`config.mk`:
```
export PLATFORM = sky130hd
export DESIGN_NAME = dm_arbiter
export DESIGN_NICKNAME = d
export VERILOG_FILES = /design/src/rtl/dm_arbiter.sv
export SDC_FILE = /design/constraint.sdc
export NUM_CORES = 1
export LEC_CHECK = 0
export CAP_MARGIN = 20
export CORE_AREA = 2 2 43 64
export CTS_BUF_LIST = sky130_fd_sc_hd__clkbuf_16
export CTS_CLUSTER_SIZE = 12
export DETAILED_ROUTE_END_ITERATION = 10
export DIE_AREA = 0 0 45 66
export PLACE_DENSITY = 0.81
export REMOVE_ABC_BUFFERS = 1
export SLEW_MARGIN = 20
export SYNTH_ARGS = -nofsm -noshare
export SYNTH_HDL_FRONTEND = slang
export SYNTH_SLANG_ARGS = --single-unit
```
`constraint.sdc`:
```
create_clock -name a_clk -period 3.05 [get_ports a_clk]
set_input_delay 0.4575 -clock a_clk [delete_from_list [all_inputs] [get_ports a_clk]]
set_output_delay 0.4575 -clock a_clk [all_outputs]
set_load 0.1 [all_outputs]
```
`src/rtl/dm_arbiter.sv`:
```
// Two-requester arbiter for the shared single-port data memory, with lock and bounded hold.
// Define DMARB_RR_EN for round-robin tie-breaking from IDLE; default build is fixed priority.
module dm_arbiter #(
    parameter int AW      = 4,
    parameter int DW      = 8,
    parameter int MAXHOLD = 8
) (
    input  logic          a_clk,
    input  logic          a_s_rst,
    input  logic          a_req0,
    input  logic          a_req1,
    input  logic          a_lock0,
    input  logic          a_lock1,
    input  logic          a_we0,
    input  logic          a_we1,
    input  logic [AW-1:0] a_addr0,
    input  logic [AW-1:0] a_addr1,
    input  logic [DW-1:0] a_wd0,
    input  logic [DW-1:0] a_wd1,
    output logic          a_gnt0,
    output logic          a_gnt1,
    output logic          a_rv0,
    output logic          a_rv1,
    output logic [DW-1:0] a_rd,
    output logic          a_busy,
    output logic [AW-1:0] m_addr,
    output logic [DW-1:0] m_wd,
    output logic          m_we,
    output logic          m_re,
    input  logic [DW-1:0] m_rd
);

    localparam logic [1:0] IDLE = 2'd0;
    localparam logic [1:0] OWN0 = 2'd1;
    localparam logic [1:0] OWN1 = 2'd2;

    localparam int HW = $clog2(MAXHOLD + 1);
    localparam logic [HW-1:0] HMAX = HW'(MAXHOLD);

    logic [1:0]    state_q, state_d;
    logic [HW-1:0] hcnt_q, hcnt_d;
    logic          last_q;
    logic          rv0_q, rv1_q;
    logic          tie_pick1;
    logic          acc0, acc1;

`ifdef DMARB_RR_EN
    assign tie_pick1 = ~last_q;
`else
    logic unused_last;
    assign tie_pick1   = 1'b0;
    assign unused_last = last_q;
`endif

    assign a_gnt0 = (state_q == OWN0);
    assign a_gnt1 = (state_q == OWN1);
    assign a_busy = (state_q != IDLE);
    assign acc0   = a_gnt0 & a_req0;
    assign acc1   = a_gnt1 & a_req1;
    assign a_rv0  = rv0_q;
    assign a_rv1  = rv1_q;
    assign a_rd   = m_rd;

    // Forced handover takes precedence over a plain release.
    always_comb begin
        state_d = state_q;
        case (state_q)
            IDLE: begin
                if (a_req0 && a_req1) state_d = tie_pick1 ? OWN1 : OWN0;
                else if (a_req0)      state_d = OWN0;
                else if (a_req1)      state_d = OWN1;
            end
            OWN0: begin
                if (!a_lock0 && hcnt_q == HMAX)  state_d = OWN1;
                else if (!a_req0 && !a_lock0)    state_d = a_req1 ? OWN1 : IDLE;
            end
            OWN1: begin
                if (!a_lock1 && hcnt_q == HMAX)  state_d = OWN0;
                else if (!a_req1 && !a_lock1)    state_d = a_req0 ? OWN0 : IDLE;
            end
            default: state_d = IDLE;
        endcase
    end

    always_comb begin
        hcnt_d = hcnt_q;
        if (state_d != state_q) begin
            hcnt_d = '0;
        end else if (state_q == OWN0 && !a_lock0 && a_req1 && hcnt_q != HMAX) begin
            hcnt_d = hcnt_q + 1'b1;
        end else if (state_q == OWN1 && !a_lock1 && a_req0 && hcnt_q != HMAX) begin
            hcnt_d = hcnt_q + 1'b1;
        end
    end

    always_comb begin
        m_addr = '0;
        m_wd   = '0;
        m_we   = 1'b0;
        m_re   = 1'b0;
        if (acc0) begin
            m_addr = a_addr0;
            m_wd   = a_wd0;
            m_we   = a_we0;
            m_re   = ~a_we0;
        end else if (acc1) begin
            m_addr = a_addr1;
            m_wd   = a_wd1;
            m_we   = a_we1;
            m_re   = ~a_we1;
        end
    end

    always_ff @(posedge a_clk or posedge a_s_rst) begin
        if (a_s_rst) begin
            state_q <= IDLE;
            hcnt_q  <= '0;
            last_q  <= 1'b1;
            rv0_q   <= 1'b0;
            rv1_q   <= 1'b0;
        end else begin
            state_q <= state_d;
            hcnt_q  <= hcnt_d;
            rv0_q   <= m_re & a_gnt0;
            rv1_q   <= m_re & a_gnt1;
            if (state_d == OWN0 && state_q != OWN0) last_q <= 1'b0;
            if (state_d == OWN1 && state_q != OWN1) last_q <= 1'b1;
        end
    end

endmodule

```
**Run 1: supply network**

Drawn at 8 px/um. Pins as bars on the die edge. Tap cells in grey.
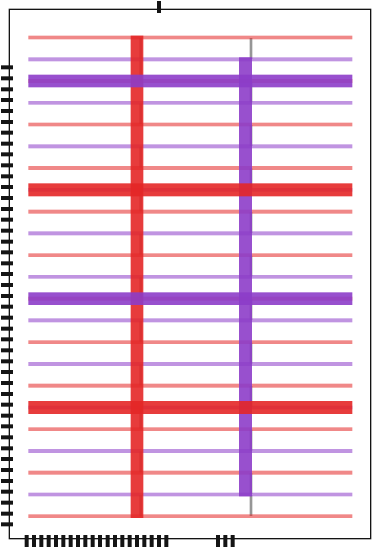
Purple marks VDD. Red marks VSS.
2 straps on met4. 24 tap cells. 67 signal pins sit on the boundary. 4 straps on met5.

**Run 1: cell classes on the final placement**

Drawn at 8 px/um. Fill, decap, tap and diode cells in grey.
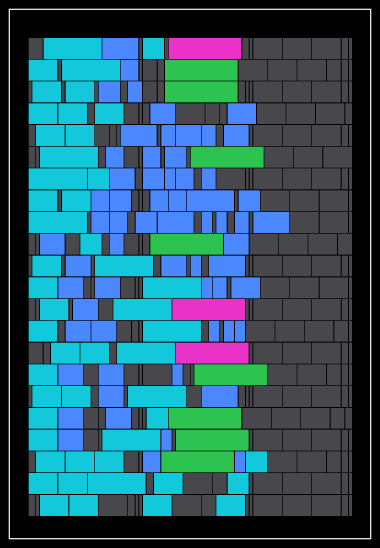
Magenta marks cells driving clock nets, cells 3, share of their area 5.6%. Blue marks all other logic, cells 62, share of their area 34%. Green marks flip-flops, cells 8, share of their area 15%. Cyan marks other buffers and delay cells, cells 50, share of their area 46%.

**Run 1: routed clock nets over the placement**

Drawn at 6 px/um.
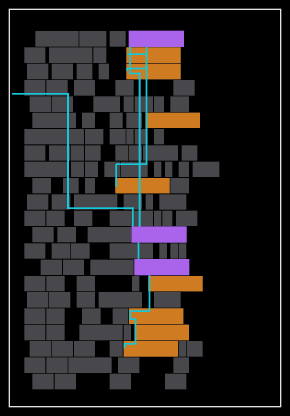
Cyan marks clock wires, length 151 um. Orange marks flip-flops, count 8. Purple marks cells driving clock nets, count 3.
There are 4 routed clock nets.
insertion delay of the later-clocked pin in the worst-skew pair: 0.23 ns
clock network fraction of design power: 0.206
Worst Clk Skew: 0.003449 ns

**Run 1: signal wires by layer**

Drawn at 8 px/um.
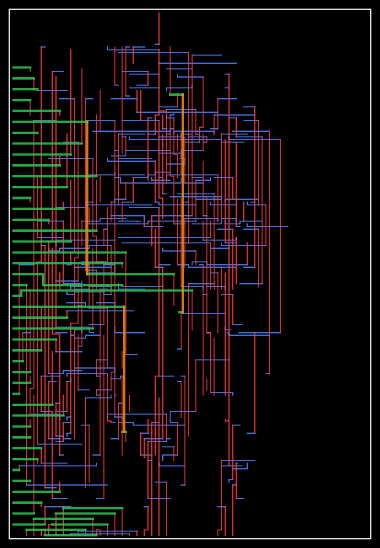
Orange marks met4, wire length 61.9 um. Red marks met2, wire length 1590 um. Blue marks met1, wire length 743 um. Green marks met3, wire length 304 um.

==> report_table.html, run 1 <==
<h3>Flow metrics</h3>
<table>
<tr><th>Metric</th><th>Value</th></tr>
<tr><th colspan="2">Worst setup path</th></tr>
<tr><td>Kind of end point of the critical path</td><td>primary output</td></tr>
<tr><td>Data required time at the worst endpoint</td><td>2.59 ns</td></tr>
<tr><td>Logic depth of the worst register-to-register path</td><td>4</td></tr>
<tr><td>R2r startpoint</td><td>state_q[0]</td></tr>
<tr><td>Critical Path End</td><td>m_wd[3]</td></tr>
<tr><td>Worst R2R End</td><td>hcnt_q[0]</td></tr>
<tr><td>Maximum net fanout on the critical path</td><td>14</td></tr>
<tr><td>WS Path Type</td><td>input pin to primary output</td></tr>
<tr><th colspan="2">Power and ir drop</th></tr>
<tr><td>Internal power contribution</td><td>0.0005284 W</td></tr>
<tr><td>Part of the power in combinational logic</td><td>0.644</td></tr>
<tr><td>Switching Fraction</td><td>0.5061</td></tr>
<tr><td>Worst IR Drop VDD</td><td>0.5790 mV</td></tr>
<tr><td>Reported sequential group power</td><td>0.000161 W</td></tr>
<tr><td>Part of the power in registers</td><td>0.150</td></tr>
<tr><td>Static Leakage</td><td>0.5808 nW</td></tr>
<tr><th colspan="2">Placement</th></tr>
<tr><td>Setup slack after placement</td><td>0.6038 ns</td></tr>
<tr><td>Port Buffers</td><td>50</td></tr>
<tr><td>Cell area reported after detailed placement</td><td>1308 um2</td></tr>
<tr><td>Post-DP HPWL</td><td>2252 um</td></tr>
<tr><td>Placed cell count</td><td>144</td></tr>
<tr><th colspan="2">Logic synthesis</th></tr>
<tr><td>Synth Area per Inst</td><td>9.135 um2</td></tr>
<tr><td>Cell area after technology mapping</td><td>758.2 um2</td></tr>
<tr><td>Xor and xnor area share after synthesis</td><td>0.01155</td></tr>
<tr><td>EDFF count, synth</td><td>0</td></tr>
<tr><td>Main logic family after synthesis</td><td>AND-OR/OR-AND gates</td></tr>
<tr><td>Distinct cell type count after synthesis</td><td>34</td></tr>
<tr><td>Chip area line of the yosys report</td><td>758.2 um2</td></tr>
<tr><td>Share of synthesized cell area in and-or and or-and compound cells</td><td>0.3267</td></tr>
<tr><td>Number of standard cells after synthesis</td><td>83</td></tr>
<tr><td>Adder and majority cell fraction of the synthesized area</td><td>0.03300</td></tr>
<tr><td>Yosys cell count</td><td>83</td></tr>
<tr><td>Fraction of registers with async set or reset after synthesis</td><td>1.000</td></tr>
<tr><td>Ys flops</td><td>8</td></tr>
<tr><th colspan="2">Final layout</th></tr>
<tr><td>Cell area after layout</td><td>1383 um2</td></tr>
<tr><td>Synth-to-layout area growth</td><td>82.34%</td></tr>
<tr><td>Number of standard cells in the final layout excluding fillers</td><td>147</td></tr>
<tr><td>Top logic cell by instance count in the layout</td><td>clkdlybuf4s50_1</td></tr>
<tr><td>Count of antenna diodes in the layout</td><td>0</td></tr>
<tr><th colspan="2">Floorplanning</th></tr>
<tr><td>Vert. Die Dim</td><td>66 um</td></tr>
<tr><td>Effective utilization at floorplan</td><td>0.3130</td></tr>
<tr><td>I/O pin cnt</td><td>67</td></tr>
<tr><td>Die Size</td><td>2970 um2</td></tr>
<tr><td>Die W</td><td>45 um</td></tr>
<tr><td>Number of rows in the core area</td><td>22</td></tr>
<tr><th colspan="2">Final timing</th></tr>
<tr><td>Tightest slew margin relative to the limit</td><td>0.6991</td></tr>
<tr><td>Setup WS post-layout</td><td>0.6009 ns</td></tr>
<tr><td>Max Clk Rate</td><td>408.3 MHz</td></tr>
<tr><td>Final worst-path cycle share</td><td>0.8030</td></tr>
<tr><td>Total count of max-transition violations in the final report</td><td>0</td></tr>
<tr><td>Hold slack</td><td>0.4794 ns</td></tr>
<tr><td>Clock period minus worst slack</td><td>2.449 ns</td></tr>
<tr><td>Unrepaired setup endpoints after global routing</td><td>no</td></tr>
<tr><td>Slew at the pin closest to its max-slew limit</td><td>0.4514 ns</td></tr>
<tr><th colspan="2">GRT</th></tr>
<tr><td>Overall global routing resource usage</td><td>0.2102</td></tr>
<tr><td>Vias in the first global route</td><td>905</td></tr>
<tr><td>Initial antenna violation count</td><td>0</td></tr>
<tr><td>Aggregate global routing overflow</td><td>0</td></tr>
<tr><td>First-pass GRT wire length</td><td>4367 um</td></tr>
<tr><th colspan="2">Routing</th></tr>
<tr><td>DR DRC count</td><td>0</td></tr>
<tr><td>DR pass1 iterations</td><td>3</td></tr>
<tr><td>Per-cell via count in the routed design</td><td>5.687</td></tr>
<tr><td>DR vias</td><td>836</td></tr>
<tr><td>Wire length after detailed routing</td><td>2697 um</td></tr>
<tr><td>Number of nets with antenna violations after routing</td><td>0</td></tr>
<tr><td>Routed WL per cell</td><td>18.35 um</td></tr>
<tr><th colspan="2">Status</th></tr>
<tr><td>Outcome</td><td>completed</td></tr>
<tr><th colspan="2">Job</th></tr>
<tr><td>Total of max-cap violations</td><td>0</td></tr>
<tr><th colspan="2">CTS</th></tr>
<tr><td>Cts repair resizes</td><td>0</td></tr>
<tr><td>Level count of the clock H-tree</td><td>1</td></tr>
<tr><td>Total CTS buffers</td><td>3</td></tr>
<tr><td>CTS Hold Buffers Added</td><td>0</td></tr>
<tr><td>Clock sink total</td><td>8</td></tr>
<tr><td>Clock slew seen by the registers of the worst setup and hold paths</td><td>0.04 ns</td></tr>
<tr><td>TritonCTS clock tree</td><td>yes</td></tr>
<tr><th colspan="2">Hold path</th></tr>
<tr><td>Type of the tightest min-delay check</td><td>input pin to asynchronous set/reset pin</td></tr>
</table>
run 1: final cells by class:
class / count / area (um2)
fillers: 210 / 1040
repair buffers: 50 / 615.6
multi-input cells: 59 / 450.4
flip-flops and latches: 8 / 200.2
clock buffers: 3 / 75.07
well taps: 24 / 30.03
inverters: 3 / 11.26
run 1: cells by family after synthesis:
family / after synthesis
DFF: 8
AOI/OAI and AO/OA: 30
xor gates and xnor gates: 1
adders and majority gates: 2
and+or+nand+nor: 25
muxes: 1
buffers and inverters: 16
run 1: stage by stage:
stage / total power, W / setup TNS [ns] / util
after floorplan: 0.0006088 / -8.513 / -
after global placement: 0.0008349 / 0 / 0.5398
after detailed placement: 0.0008490 / 0 / 0.5398
after CTS: 0.001075 / 0 / 0.5708
after global routing: 0.001113 / 0 / 0.5708
final: 0.001070 / 0 / 0.5708
run 1: layer usage:
metal  routed length, um  track usage  share of wire
met1                 743       0.1689           0.28
met2                1588       0.3964           0.59
met3                 304       0.1011           0.11
met4                  61      0.09926          0.023
met5                   0            0              0
run 1: worst max-delay path, cell delays in order:
cell	delay (ns)
clkdlybuf4s50_1	0.57
and2_1	0.44
a22o_1	0.31
buf_12	0.20
run 1: synthesized netlist by cell type, drive strengths merged, types with 2 or more instances:
library cell	number	area, um2
a21oi	6	33.78
and2	2	12.51
nand3b	3	22.52
inv	3	11.26
o21ai	2	21.27
dfrtp	8	200.2
a22o	13	113.9
a22oi	2	20.02
o32ai	2	17.52
buf	13	96.34
o22ai	2	12.51
and4bb	2	25.02
nor2	7	26.28
nor2b	4	27.53
ha	2	25.02
run 1: state kept, by name (all words and copies together), names as in the netlist:
| signal | cells |
|---|---|
| a_rv1 | 1 |
| hcnt_q | 4 |
| state_q | 2 |
| a_rv0 | 1 |
**Run 1: track usage over the die**

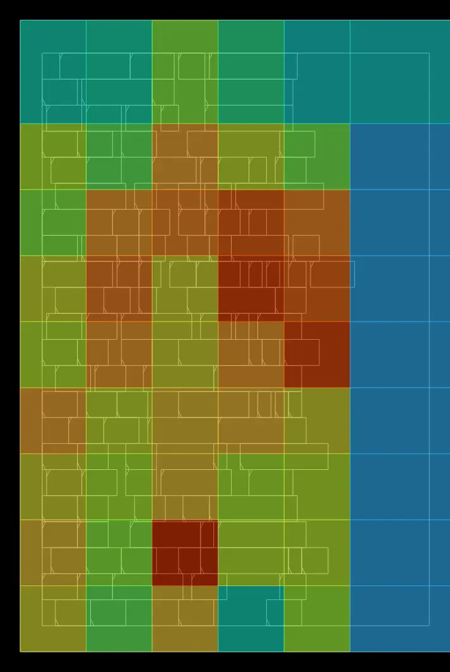

==> inputs of run 2 (changes only) <==
--- a/config.mk
+++ b/config.mk
@@ -6,12 +6,12 @@
 export NUM_CORES = 1
 export LEC_CHECK = 0
 export CAP_MARGIN = 20
-export CORE_AREA = 2 2 43 64
+export CORE_AREA = 2 2 44 66
 export CTS_BUF_LIST = sky130_fd_sc_hd__clkbuf_16
 export CTS_CLUSTER_SIZE = 12
 export DETAILED_ROUTE_END_ITERATION = 10
-export DIE_AREA = 0 0 45 66
-export PLACE_DENSITY = 0.81
+export DIE_AREA = 0 0 46 68
+export PLACE_DENSITY = 0.77
 export REMOVE_ABC_BUFFERS = 1
 export SLEW_MARGIN = 20
 export SYNTH_ARGS = -nofsm -noshare
==> constraint.sdc (replaced) <==
create_clock -name a_clk -period 2.5 [get_ports a_clk]
set_input_delay 0.375 -clock a_clk [delete_from_list [all_inputs] [get_ports a_clk]]
set_output_delay 0.375 -clock a_clk [all_outputs]
set_load 0.1 [all_outputs]
**Run 2: track usage over the die**

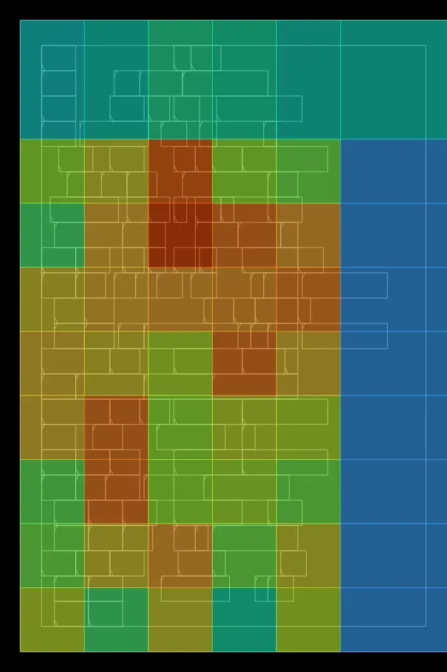
met2 Use GR: 0.3438
most congested layer reported by global routing: met2
Routed WL per cell: 17.76 um

==> run 2 against run 1 <==
Compared with the run above:
- core utilization decreased by 3.2 points
- sequential cell count did not move
- power is 22% higher
- final cell count is 0.68% higher
- via count shrank 1.8%
- sequential power increased by 23%
- wire length shrank 2.5%
- non-clock buffer count did not move
- setup slack got worse by 0.46 ns
- first-iteration DRC count is 100% higher
- combinational power grew 21%
- largest cell class unchanged
==> report_table.html, run 2 <==
<h3>Flow metrics</h3>
<table>
<tr><th>Metric</th><th>Value</th></tr>
<tr><th colspan="2">Logic synthesis</th></tr>
<tr><td>Number of standard cells after synthesis</td><td>83 (unchanged)</td></tr>
<tr><td>Yosys cell count</td><td>83 (unchanged)</td></tr>
<tr><td>Ys flops</td><td>8 (unchanged)</td></tr>
<tr><td>Chip area line of the yosys report</td><td>758.2 um2 (unchanged)</td></tr>
<tr><td>Cell area after technology mapping</td><td>758.2 um2 (unchanged)</td></tr>
<tr><td>Xor and xnor area share after synthesis</td><td>0.01155 (unchanged)</td></tr>
<tr><td>Adder and majority cell fraction of the synthesized area</td><td>0.03300 (unchanged)</td></tr>
<tr><td>Most frequent cells after synthesis</td><td>a22o_1, buf_4, dfrtp_1 (unchanged)</td></tr>
<tr><th colspan="2">Power and ir drop</th></tr>
<tr><td>Part of the power in combinational logic</td><td>0.640 (was 0.644)</td></tr>
<tr><td>Part of the power in registers</td><td>0.151 (was 0.150)</td></tr>
<tr><td>Total power after layout</td><td>0.001306 W (was 0.001070 W)</td></tr>
<tr><td>Clock network fraction of design power</td><td>0.209 (was 0.206)</td></tr>
<tr><th colspan="2">Worst setup path</th></tr>
<tr><td>Maximum net fanout on the critical path</td><td>15 (was 14)</td></tr>
<tr><td>Logic depth of the worst register-to-register path</td><td>4 (unchanged)</td></tr>
<tr><td>WS Path Type</td><td>flop to primary output (was input pin to primary output)</td></tr>
<tr><th colspan="2">Job</th></tr>
<tr><td>Total of max-cap violations</td><td>0 (unchanged)</td></tr>
<tr><th colspan="2">Placement</th></tr>
<tr><td>Port Buffers</td><td>50 (unchanged)</td></tr>
<tr><td>Post-DP HPWL</td><td>2232 um (was 2252 um)</td></tr>
<tr><td>Placed cell count</td><td>145 (was 144)</td></tr>
<tr><th colspan="2">Final layout</th></tr>
<tr><td>Max reg flops</td><td>4 (unchanged)</td></tr>
<tr><td>Synth-to-layout area growth</td><td>84.16% (was 82.34%)</td></tr>
<tr><td>Regs by FF count</td><td>hcnt_q (4), state_q (2) (unchanged)</td></tr>
<tr><td>Register containing the most flip-flops in the final layout</td><td>hcnt_q (unchanged)</td></tr>
<tr><th colspan="2">Routing</th></tr>
<tr><td>Number of nets with antenna violations after routing</td><td>0 (unchanged)</td></tr>
<tr><td>DR DRC count</td><td>0 (unchanged)</td></tr>
<tr><td>DR vias</td><td>821 (was 836)</td></tr>
<tr><th colspan="2">GRT</th></tr>
<tr><td>Vias in the first global route</td><td>899 (was 905)</td></tr>
<tr><td>Overall global routing resource usage</td><td>0.2017 (was 0.2102)</td></tr>
<tr><td>Initial antenna violation count</td><td>0 (unchanged)</td></tr>
<tr><td>Aggregate global routing overflow</td><td>0 (unchanged)</td></tr>
<tr><td>First-pass GRT wire length</td><td>4367 um (unchanged)</td></tr>
<tr><th colspan="2">CTS</th></tr>
<tr><td>CTS Hold Buffers Added</td><td>0 (unchanged)</td></tr>
<tr><td>Insertion delay of the later-clocked pin in the worst-skew pair</td><td>0.24 ns (was 0.23 ns)</td></tr>
<tr><td>Clock slew seen by the registers of the worst setup and hold paths</td><td>0.04 ns (about the same)</td></tr>
<tr><th colspan="2">Final timing</th></tr>
<tr><td>Max Clk Rate</td><td>424.7 MHz</td></tr>
<tr><td>Final worst-path cycle share</td><td>0.9419</td></tr>
<tr><td>Total count of max-transition violations in the final report</td><td>0 (unchanged)</td></tr>
<tr><td>Setup WS post-layout</td><td>0.1453 ns (was 0.6009 ns)</td></tr>
<tr><td>Slew at the pin closest to its max-slew limit</td><td>0.4536 ns (was 0.4514 ns)</td></tr>
<tr><th colspan="2">Status</th></tr>
<tr><td>Outcome</td><td>completed (unchanged)</td></tr>
<tr><th colspan="2">Floorplanning</th></tr>
<tr><td>Number of rows in the core area</td><td>23 (was 22)</td></tr>
<tr><td>I/O pin cnt</td><td>67 (unchanged)</td></tr>
<tr><th colspan="2">Hold path</th></tr>
<tr><td>Type of the tightest min-delay check</td><td>input pin to asynchronous set/reset pin (unchanged)</td></tr>
</table>
**Run 2: supply network**

Drawn at 6 px/um. Pins as bars on the die edge. Tap cells in grey.
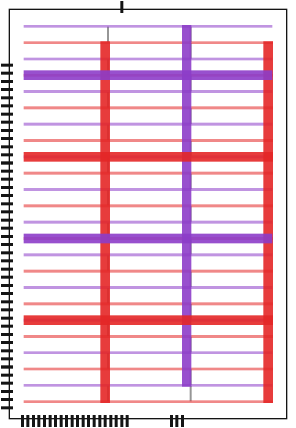
Purple marks VDD. Red marks VSS.
25 tap cells. 4 straps on met5. The core has 23 rows.
Die W: 46 um
Vert. Die Dim: 68 um
Core ar.: 2590 um2
Worst IR Drop VDD: 0.5331 mV

run 2: cell type report:
class | count | area [um2]
Multi-Input combinational cell | 59 | 450.4
Clock buffer | 3 | 75.07
Inverter | 3 | 11.26
Tap cell | 25 | 31.28
Timing Repair Buffer | 50 | 628.1
Fill cell | 221 | 1194
Sequential cell | 8 | 200.2
run 2: how the worst max path moves through the flow:
stage	end	from	slack (ns)
2_1_floorplan	m_addr[0]	state_q[1]	-1.12
3_3_place_gp	m_wd[7]	a_req0	0.26
3_5_place_dp	m_wd[7]	a_req0	0.25
4_1_cts	m_wd[7]	state_q[0]	0.19
5_1_grt	m_wd[7]	state_q[1]	0.01
6_report	m_wd[7]	state_q[0]	0.15
run 2: layer usage:
layer	track usage	up-vias	part of all wire
li1	-	382	-
met1	0.1922	368	0.32
met2	0.3438	62	0.55
met3	0.09763	9	0.10
met4	0.1071	0	0.034
met5	0	-	0
run 2: critical path, delay by kind of cell (launching register included):
kind / cells / cell delay, ns
simple gates: 2 / 0.66
flops: 1 / 0.57
compound gates: 1 / 0.31
buf+inv: 1 / 0.20
run 2: cells by family after synthesis:
kind of cell | count (synthesis)
xor+xnor | 1
compound gates | 30
buf+inv | 16
fa+ha+maj | 2
flops | 8
mux | 1
simple gates | 25
run 2: power groups by stage:
stage / clock network, W / logic (W) / registers (W)
floorplan: 0 / 0.000539 / 0.000204
global placement: 0 / 0.000834 / 0.000193
detailed placement: 0 / 0.000837 / 0.000196
CTS: 0.000276 / 0.000839 / 0.000195
global route: 0.000283 / 0.000868 / 0.000203
finish: 0.000273 / 0.000836 / 0.000198
**Run 2: cell classes on the final placement**

Drawn at 6 px/um. Fill, decap, tap and diode cells in grey.
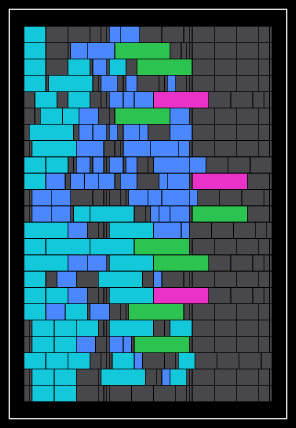

==> inputs of run 3 (changes only) <==
--- a/config.mk
+++ b/config.mk
@@ -6,12 +6,13 @@
 export NUM_CORES = 1
 export LEC_CHECK = 0
 export CAP_MARGIN = 20
-export CORE_AREA = 2 2 44 66
-export CTS_BUF_LIST = sky130_fd_sc_hd__clkbuf_16
+export CORE_AREA = 2 2 43 65
+export CTS_BUF_LIST = sky130_fd_sc_hd__clkbuf_4 sky130_fd_sc_hd__clkbuf_8
 export CTS_CLUSTER_SIZE = 12
 export DETAILED_ROUTE_END_ITERATION = 10
-export DIE_AREA = 0 0 46 68
-export PLACE_DENSITY = 0.77
+export DIE_AREA = 0 0 45 67
+export GPL_ROUTABILITY_DRIVEN = 0
+export PLACE_DENSITY = 0.79
 export REMOVE_ABC_BUFFERS = 1
 export SLEW_MARGIN = 20
 export SYNTH_ARGS = -nofsm -noshare
**Run 3: cell classes on the final placement**

Drawn at 8 px/um. Fill, decap, tap and diode cells in grey.
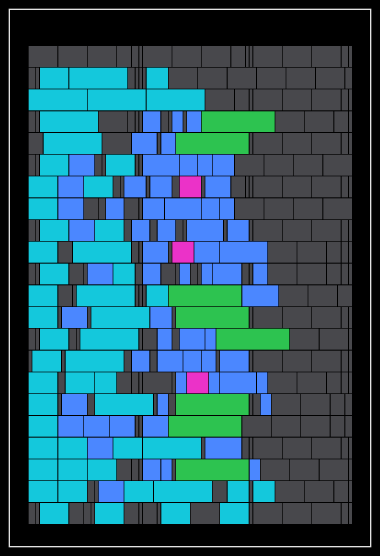
Green marks flip-flops, cells 8, share of their area 15%. Magenta marks cells driving clock nets, cells 3, share of their area 1.7%. Blue marks all other logic, cells 62, share of their area 35%. Cyan marks other buffers and delay cells, cells 51, share of their area 48%.
number of rows in the core area: 22
flip-flop and latch share of the layout cell area: 0.1483

**Run 3: signal wires by layer**

Drawn at 8 px/um.
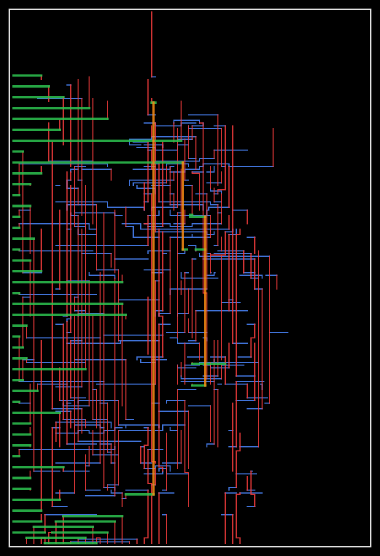
Red marks met2, wire length 1380 um. Blue marks met1, wire length 750 um. Orange marks met4, wire length 80.9 um. Green marks met3, wire length 259 um.

==> run 3 against run 2 <==
Compared with the run above:
- power decreased by 13%
- sequential share of layout area up 0.49 points
- clock power down 64%
- sequential power is 2% lower
- area after synthesis stayed put
- first-iteration DRC count is 6.3% higher
- hold slack got worse by 0.046 ns
- global-route usage is 1.7 points lower
- fmax decreased by 0.85%
- critical path depth is the same
- final area is 3.3% lower
- critical path type unchanged
- critical endpoint is now m_addr[0]
- highest routed layer unchanged
==> report_table.html, run 3 <==
<h3>Flow metrics</h3>
<table>
<tr><th>Metric</th><th>Value</th></tr>
<tr><th colspan="2">Floorplanning</th></tr>
<tr><td>Core ar.</td><td>2422 um2 (was 2590 um2)</td></tr>
<tr><td>Effective utilization at floorplan</td><td>0.3130 (was 0.2928)</td></tr>
<tr><th colspan="2">CTS</th></tr>
<tr><td>Level count of the clock H-tree</td><td>1 (unchanged)</td></tr>
<tr><td>Total CTS buffers</td><td>3 (unchanged)</td></tr>
<tr><td>TritonCTS clock tree</td><td>yes (unchanged)</td></tr>
<tr><td>Cts repair resizes</td><td>0 (unchanged)</td></tr>
<tr><td>Clock sink total</td><td>8 (unchanged)</td></tr>
<tr><th colspan="2">Hold path</th></tr>
<tr><td>Type of the tightest min-delay check</td><td>input pin to asynchronous set/reset pin (unchanged)</td></tr>
<tr><th colspan="2">Final timing</th></tr>
<tr><td>Tightest slew margin relative to the limit</td><td>0.6881 (was 0.6976)</td></tr>
<tr><td>Total count of max-transition violations in the final report</td><td>0 (unchanged)</td></tr>
<tr><td>Final worst-path cycle share</td><td>0.9499 (was 0.9419)</td></tr>
<tr><td>Clock period minus worst slack</td><td>2.375 ns (was 2.355 ns)</td></tr>
<tr><td>Max Clk Rate</td><td>421.1 MHz (was 424.7 MHz)</td></tr>
<tr><td>Slew at the pin closest to its max-slew limit</td><td>0.4679 ns (was 0.4536 ns)</td></tr>
<tr><th colspan="2">Power and ir drop</th></tr>
<tr><td>Static Leakage</td><td>0.5661 nW (was 0.5839 nW)</td></tr>
<tr><th colspan="2">Worst setup path</th></tr>
<tr><td>Logic depth of the worst register-to-register path</td><td>4 (unchanged)</td></tr>
<tr><td>Peak per-stage delay on the critical path</td><td>0.55 ns (was 0.57 ns)</td></tr>
<tr><td>Worst R2R End</td><td>hcnt_q[1] (unchanged)</td></tr>
<tr><td>R2r startpoint</td><td>state_q[0] (unchanged)</td></tr>
<tr><td>Total buffers and inverters traversed by the critical path</td><td>1 (unchanged)</td></tr>
<tr><th colspan="2">Routing</th></tr>
<tr><td>Number of nets with antenna violations after routing</td><td>0 (unchanged)</td></tr>
<tr><td>DR vias</td><td>849 (was 821)</td></tr>
<tr><td>Per-cell via count in the routed design</td><td>5.736 (was 5.547)</td></tr>
<tr><td>Wire length after detailed routing</td><td>2471 um (was 2629 um)</td></tr>
<tr><th colspan="2">Placement</th></tr>
<tr><td>Post-DP HPWL</td><td>2166 um (was 2232 um)</td></tr>
<tr><td>Port Buffers</td><td>50 (unchanged)</td></tr>
<tr><td>Placed cell count</td><td>145 (unchanged)</td></tr>
<tr><th colspan="2">GRT</th></tr>
<tr><td>Met2 Use GR</td><td>0.3411 (was 0.3438)</td></tr>
<tr><td>Global Route met3 Usage</td><td>0.08130 (was 0.09763)</td></tr>
<tr><td>Aggregate global routing overflow</td><td>0 (unchanged)</td></tr>
<tr><td>Met1 global-route usage</td><td>0.1609 (was 0.1922)</td></tr>
<tr><td>First-pass GRT wire length</td><td>3939 um (was 4367 um)</td></tr>
<tr><td>Most congested layer reported by global routing</td><td>met2 (unchanged)</td></tr>
<tr><th colspan="2">Logic synthesis</th></tr>
<tr><td>EDFF count, synth</td><td>0 (unchanged)</td></tr>
<tr><td>Most frequent cells after synthesis</td><td>a22o_1, buf_4, dfrtp_1 (unchanged)</td></tr>
<tr><td>Synth Area per Inst</td><td>9.135 um2 (unchanged)</td></tr>
<tr><td>Most repeated cell in the gate-level netlist after synthesis</td><td>a22o_1 (unchanged)</td></tr>
<tr><td>Distinct cell type count after synthesis</td><td>34 (unchanged)</td></tr>
<tr><td>Fraction of registers with async set or reset after synthesis</td><td>1.000 (unchanged)</td></tr>
<tr><th colspan="2">Job</th></tr>
<tr><td>Total of max-cap violations</td><td>0 (unchanged)</td></tr>
<tr><th colspan="2">Final layout</th></tr>
<tr><td>Max reg flops</td><td>4 (unchanged)</td></tr>
<tr><td>Comb area</td><td>450.4 um2 (unchanged)</td></tr>
<tr><td>Number of standard cells in the final layout excluding fillers</td><td>148 (unchanged)</td></tr>
<tr><td>Register containing the most flip-flops in the final layout</td><td>hcnt_q (unchanged)</td></tr>
<tr><td>Synth-to-layout area growth</td><td>78.05% (was 84.16%)</td></tr>
<tr><td>Final-layout fill cell count</td><td>211 (was 221)</td></tr>
<tr><td>Sequential Area</td><td>200.2 um2 (unchanged)</td></tr>
<tr><th colspan="2">Status</th></tr>
<tr><td>Outcome</td><td>completed (unchanged)</td></tr>
</table>
[run 3: cell counts after synthesis]
Identical to the previous run, type by type.
[run 3: worst max path at each step]
stage	from	to	slack, ns	cells past startpoint
floorplan	state_q[1]	m_addr[0]	-1.12	3
global placement	a_req0	m_addr[0]	0.26	4
detailed placement	a_req0	m_addr[0]	0.20	4
CTS	state_q[0]	m_addr[0]	0.13	4
global route	state_q[0]	m_addr[0]	0.003	4
finish	state_q[0]	m_addr[0]	0.13	4
[run 3: kinds of logic after synthesis]
logic type,share of synthesized area
AOI/OAI and AO/OA,0.3267
and+or+nand+nor,0.2096
buffers and inverters,0.1419
DFF,0.2640
adders and majority gates,0.03300
xor gates and xnor gates,0.01155
muxes,0.01320
[run 3: layout make-up]
class / count / share of cell area
Clock buffer: 3 / 0.01668
Inverter: 3 / 0.008341
Multi-Input combinational cell: 59 / 0.3336
Sequential cell: 8 / 0.1483
Tap cell: 24 / 0.02224
Timing Repair Buffer: 51 / 0.4708
[run 3: worst reg2reg max path: cells and delay by family (launching register included)]
| kind | cells | cell delay, ns |
|---|---|---|
| simple gates | 2 | 0.54 |
| flops | 1 | 0.50 |
| compound gates | 2 | 0.36 |
[run 3: power breakdown]
| part | switching (W) | leakage, nW | internal (W) |
|---|---|---|---|
| Sequential | 0.0000424 | 0.107 | 0.000152 |
| Combinational | 0.000547 | 0.445 | 0.000294 |
| Clock | 0.0000441 | 0.0138 | 0.0000549 |
| Total | 0.000633 | 0.566 | 0.000500 |
[run 3: layer usage]
metal,vias up,part of all wire
met1,393,0.30
met4,0,0.032
met5,-,0
met2,62,0.56
li1,387,-
met3,7,0.10
Power and IR drop assume default switching activity.
